==> src/rtl/fetch_issue.sv <==
// fetch_issue: single-outstanding instruction fetch with branch redirect, stall hold and halt.
module fetch_issue (
  input  logic        clk,
  input  logic        rst_n,
  output logic        imem_rd,
  output logic [7:0]  imem_addr,
  input  logic [15:0] imem_data,
  input  logic        imem_valid,
  input  logic        stall,
  input  logic        br_taken,
  input  logic [7:0]  br_target,
  output logic        id_valid,
  output logic [3:0]  op,
  output logic        r,
  output logic [1:0]  ls,
  output logic [1:0]  ad,
  output logic [3:0]  rd,
  output logic [3:0]  rs,
  output logic [7:0]  id_pc,
  output logic        halted
);
  typedef enum logic [1:0] {FETCH, DROP, ISSUE, HALT} state_t;
  state_t      state_q, state_d;
  logic [7:0]  pc_q, pc_d, id_pc_q, id_pc_d;
  logic [15:0] ir_q, ir_d;
  logic        id_valid_q, id_valid_d, halted_q, halted_d, first_q, first_d;
  logic        eff_valid, unused_bit;
  // a strobe in the first cycle after reset belongs to an abandoned request
  assign eff_valid  = imem_valid && !first_q;
  assign unused_bit = ir_q[3];
  always_comb begin
    state_d    = state_q;
    pc_d       = pc_q;
    id_pc_d    = id_pc_q;
    ir_d       = ir_q;
    id_valid_d = id_valid_q;
    halted_d   = halted_q;
    first_d    = 1'b0;
    case (state_q)
      FETCH:
        if (br_taken) begin
          pc_d    = br_target;
          state_d = eff_valid ? FETCH : DROP;
        end else if (eff_valid) begin
          ir_d       = imem_data;
          id_pc_d    = pc_q;
          pc_d       = pc_q + 8'd1;
          id_valid_d = 1'b1;
          state_d    = ISSUE;
        end
      DROP: state_d = imem_valid ? FETCH : DROP;
      ISSUE:
        if (br_taken) begin
          id_valid_d = 1'b0;
          pc_d       = br_target;
          state_d    = FETCH;
        end else if (!stall) begin
          id_valid_d = 1'b0;
          halted_d   = ir_q[15:12] == 4'd0;
          state_d    = ir_q[15:12] == 4'd0 ? HALT : FETCH;
        end
      default: state_d = HALT;
    endcase
  end
  always_ff @(posedge clk) begin
    if (!rst_n) begin
      state_q    <= FETCH;
      pc_q       <= 8'd0;
      id_pc_q    <= 8'd0;
      ir_q       <= 16'd0;
      id_valid_q <= 1'b0;
      halted_q   <= 1'b0;
      first_q    <= 1'b1;
    end else begin
      state_q    <= state_d;
      pc_q       <= pc_d;
      id_pc_q    <= id_pc_d;
      ir_q       <= ir_d;
      id_valid_q <= id_valid_d;
      halted_q   <= halted_d;
      first_q    <= first_d;
    end
  end
  assign imem_rd   = rst_n && state_q == FETCH;
  assign imem_addr = pc_q;
  assign id_valid  = id_valid_q;
  assign op        = ir_q[15:12];
  assign rd        = ir_q[11:8];
  assign rs        = ir_q[7:4];
  assign r         = ir_q[2];
  assign ls        = ir_q[1:0];
  assign ad        = ir_q[1:0];
  assign id_pc     = id_pc_q;
  assign halted    = halted_q;
endmodule

==> config.mk <==
export PLATFORM = sky130hd
export DESIGN_NAME = fetch_issue
export DESIGN_NICKNAME = d
export VERILOG_FILES = /design/src/rtl/fetch_issue.sv
export SDC_FILE = /design/constraint.sdc
export NUM_CORES = 1
export LEC_CHECK = 0
export CORE_UTILIZATION = 44
export CTS_BUF_LIST = sky130_fd_sc_hd__clkbuf_2 sky130_fd_sc_hd__clkbuf_4 sky130_fd_sc_hd__clkbuf_8
export DETAILED_ROUTE_END_ITERATION = 6
export HOLD_SLACK_MARGIN = 0.15
export PLACE_DENSITY = 0.87
export SETUP_SLACK_MARGIN = 0.15
export SYNTH_ARGS = -nofsm -noshare
export SYNTH_HDL_FRONTEND = slang
export SYNTH_SLANG_ARGS = --single-unit
==> constraint.sdc <==
create_clock -name clk -period 1.9 [get_ports clk]
set_input_delay 0.19 -clock clk [delete_from_list [all_inputs] [get_ports clk]]
set_output_delay 0.19 -clock clk [all_outputs]
set_load 0.05 [all_outputs]
### Clock network drawn from the DEF

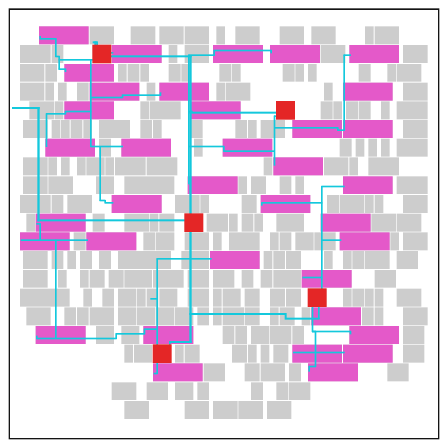
Key: clock wires = cyan [length 420 um]; clock-net drivers = red [count 5]; flip-flops = magenta [count 36]
There are 6 routed clock nets.
clk pwr: 0.388 mW
Worst Skew: 0.00487 ns
Clock power frac: 24.3%
clk latency late pin: 0.34 ns

### Sequential cells grouped by signal name

Other sequential cells in the stronger gray, the rest of the logic in the fainter gray.
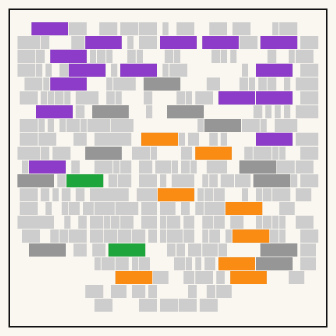
Key: imem_addr = orange [flops 8]; state_q = green [flops 2]; ir_q = purple [flops 15]
seq pwr: 0.821 mW
final core occ: 69.8%

### Placement by cell class

The bar under the picture is 20 um long.
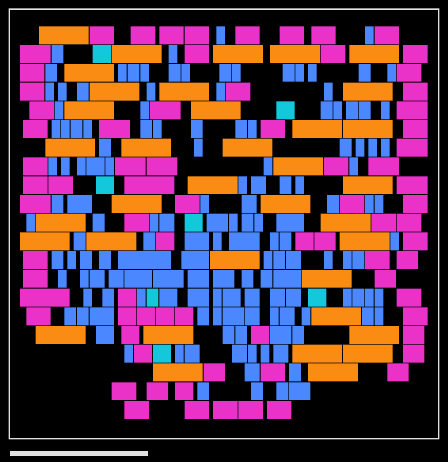
Key: remaining logic cells = blue [cells 147]; sequential cells = orange [cells 36]; clock drivers and dummy loads = cyan [cells 7]; remaining buffers and delay cells = magenta [cells 75]
Design Area, Final: 2370 um^2
Core ar.: 3390 um^2
flop share of the area: 30.5%

==> flow_summary.json <==
{
  "outcome": "finished, final reports clean",
  "placed_cell_area_um2": 2300,
  "power_density_nw_per_um2": 677,
  "dp.cells": 304,
  "fmaxAchievable_ghz": 0.589,
  "min_period_ns": 1.70,
  "cp-startpoint": "id_valid",
  "final-comb-area_um2": 768,
  "dr_wl_met2_mm": 1.90,
  "synth_nets": 229,
  "drt-initial-drc-count": 70,
  "setup_viol": 0,
  "cts_htree_levels": 2,
  "ff2ff_setup_slack_ns": 0.34,
  "fin_nets": 295,
  "slowest_delay_ns": 0.81,
  "worst_path_max_delay_cell": "clkdlybuf4s50_1",
  "worst_hold_path_type": "in -> reg",
  "cts.sinks": 36,
  "critPathLaunchType": "register",
  "layout_top_cell": "nand2_1",
  "io_buffers": 63,
  "viasPerCell": 5.15,
  "worstPathArrival_ns": 1.51,
  "layout-drive-gt1-share_pct": 10.9,
  "reg2reg_to": "imem_addr[0]",
  "r2r_cells": 4,
  "grt_pass1_vias": 1479,
  "chip_area_um2": 3860,
  "drtAntennaViolNets": 0,
  "lay_top_cells": "nand2_1, clkdlybuf4s50_1, dfxtp_1",
  "overflow": 0,
  "area_growth_pct": 48.5,
  "regArea_um2": 721,
  "avgSynthCellArea_um2": 8.00,
  "synthCells": 199,
  "grt_pass1_wl_mm": 6.46,
  "finalClockPeriodUsage_pct": 89.4,
  "yosysSeqAreaShare_pct": 45.2,
  "yosys_cells": 199,
  "edf_count": 0,
  "antenna-diode-count": 0
}
### PDN straps and rails

Pins as bars on the die edge. Tap cells in gray.
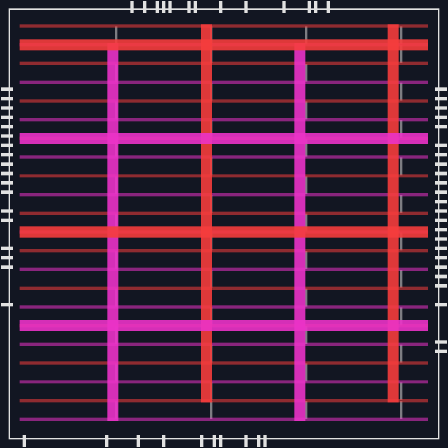
Key: VDD = red; VSS = magenta
22 met1 rails follow the rows. The core has 21 rows. 46 tap cells. 65 signal pins sit on the boundary. 4 straps on met4.
Die W: 62.2 um
chip height: 62.2 um
maximum vdd drop: 420 uV

### Routing congestion map

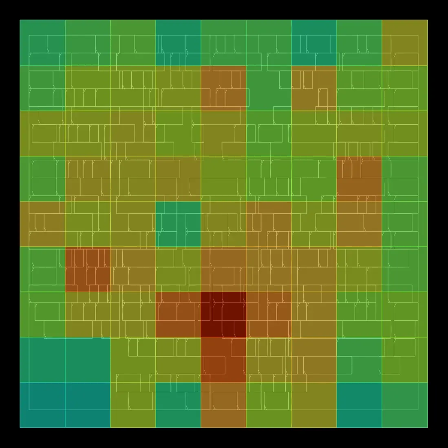
grt met1 use: 24.1%
GR Layer Usage met2: 35.7%
gr usage total: 21.2%
DR WL/cell: 12.5 um
GRT busiest layer: met2

## cell usage after synthesis, types with 4 or more instances
master | n | area share, %
clkbuf_1 | 7 | 1.6
o21ai_0 | 7 | 2.2
dfxtp_1 | 36 | 45
a21oi_1 | 33 | 10
nand2_1 | 57 | 13
nor2_1 | 6 | 1.4
o22ai_1 | 4 | 1.6
## flip-flops by register name, indices dropped and copies added (netlist names)
| register | count |
|---|---|
| first_q | 1 |
| halted | 1 |
| id_pc | 8 |
| id_valid | 1 |
| imem_addr | 8 |
| ir_q | 15 |
| state_q | 2 |
## final cells by class
cell class | count | share of cell area, %
multi-input combinational | 144 | 32.5
timing repair buffer | 75 | 32.0
sequential | 36 | 30.5
tap | 46 | 2.43
clock buffer | 6 | 1.90
inverter | 3 | 0.476
clock inverter | 1 | 0.212
## cell families (layout without fill, tap and decap cells)
| kind of cell | Yosys count | in the layout | synth area share, % |
|---|---|---|---|
| AND-OR/OR-AND | 57 | 57 | 21.4 |
| buffers and inverters | 19 | 85 | 6.83 |
| multiplexers | 1 | 1 | 0.707 |
| adder cells (fa/ha/maj) | 1 | 1 | 0.785 |
| flip-flops | 36 | 36 | 45.2 |
| AND/OR/NAND/NOR | 85 | 85 | 25.1 |
## report_power, final
group	internal, mW	switching, mW
clock network	0.150	0.238
logic	0.165	0.227
registers	0.787	0.0342
total	1.10	0.499
## what timing repair did
action                                  in CTS  in global routing
setup buffers                                0                  0
endpoints found under the hold margin        0                  0
resized                                      8                 10
hold buffers                                 0                  0
endpoints found under the setup margin       8                 10
## metrics by stage
stage / hold WS [ns] / power, mW
after floorplan: 0.326 / 1.07
after global placement: 0.442 / 1.23
after detailed placement: 0.447 / 1.24
after CTS: 0.371 / 1.62
after global routing: 0.353 / 1.70
final: 0.384 / 1.60
Power and IR drop assume default switching activity.
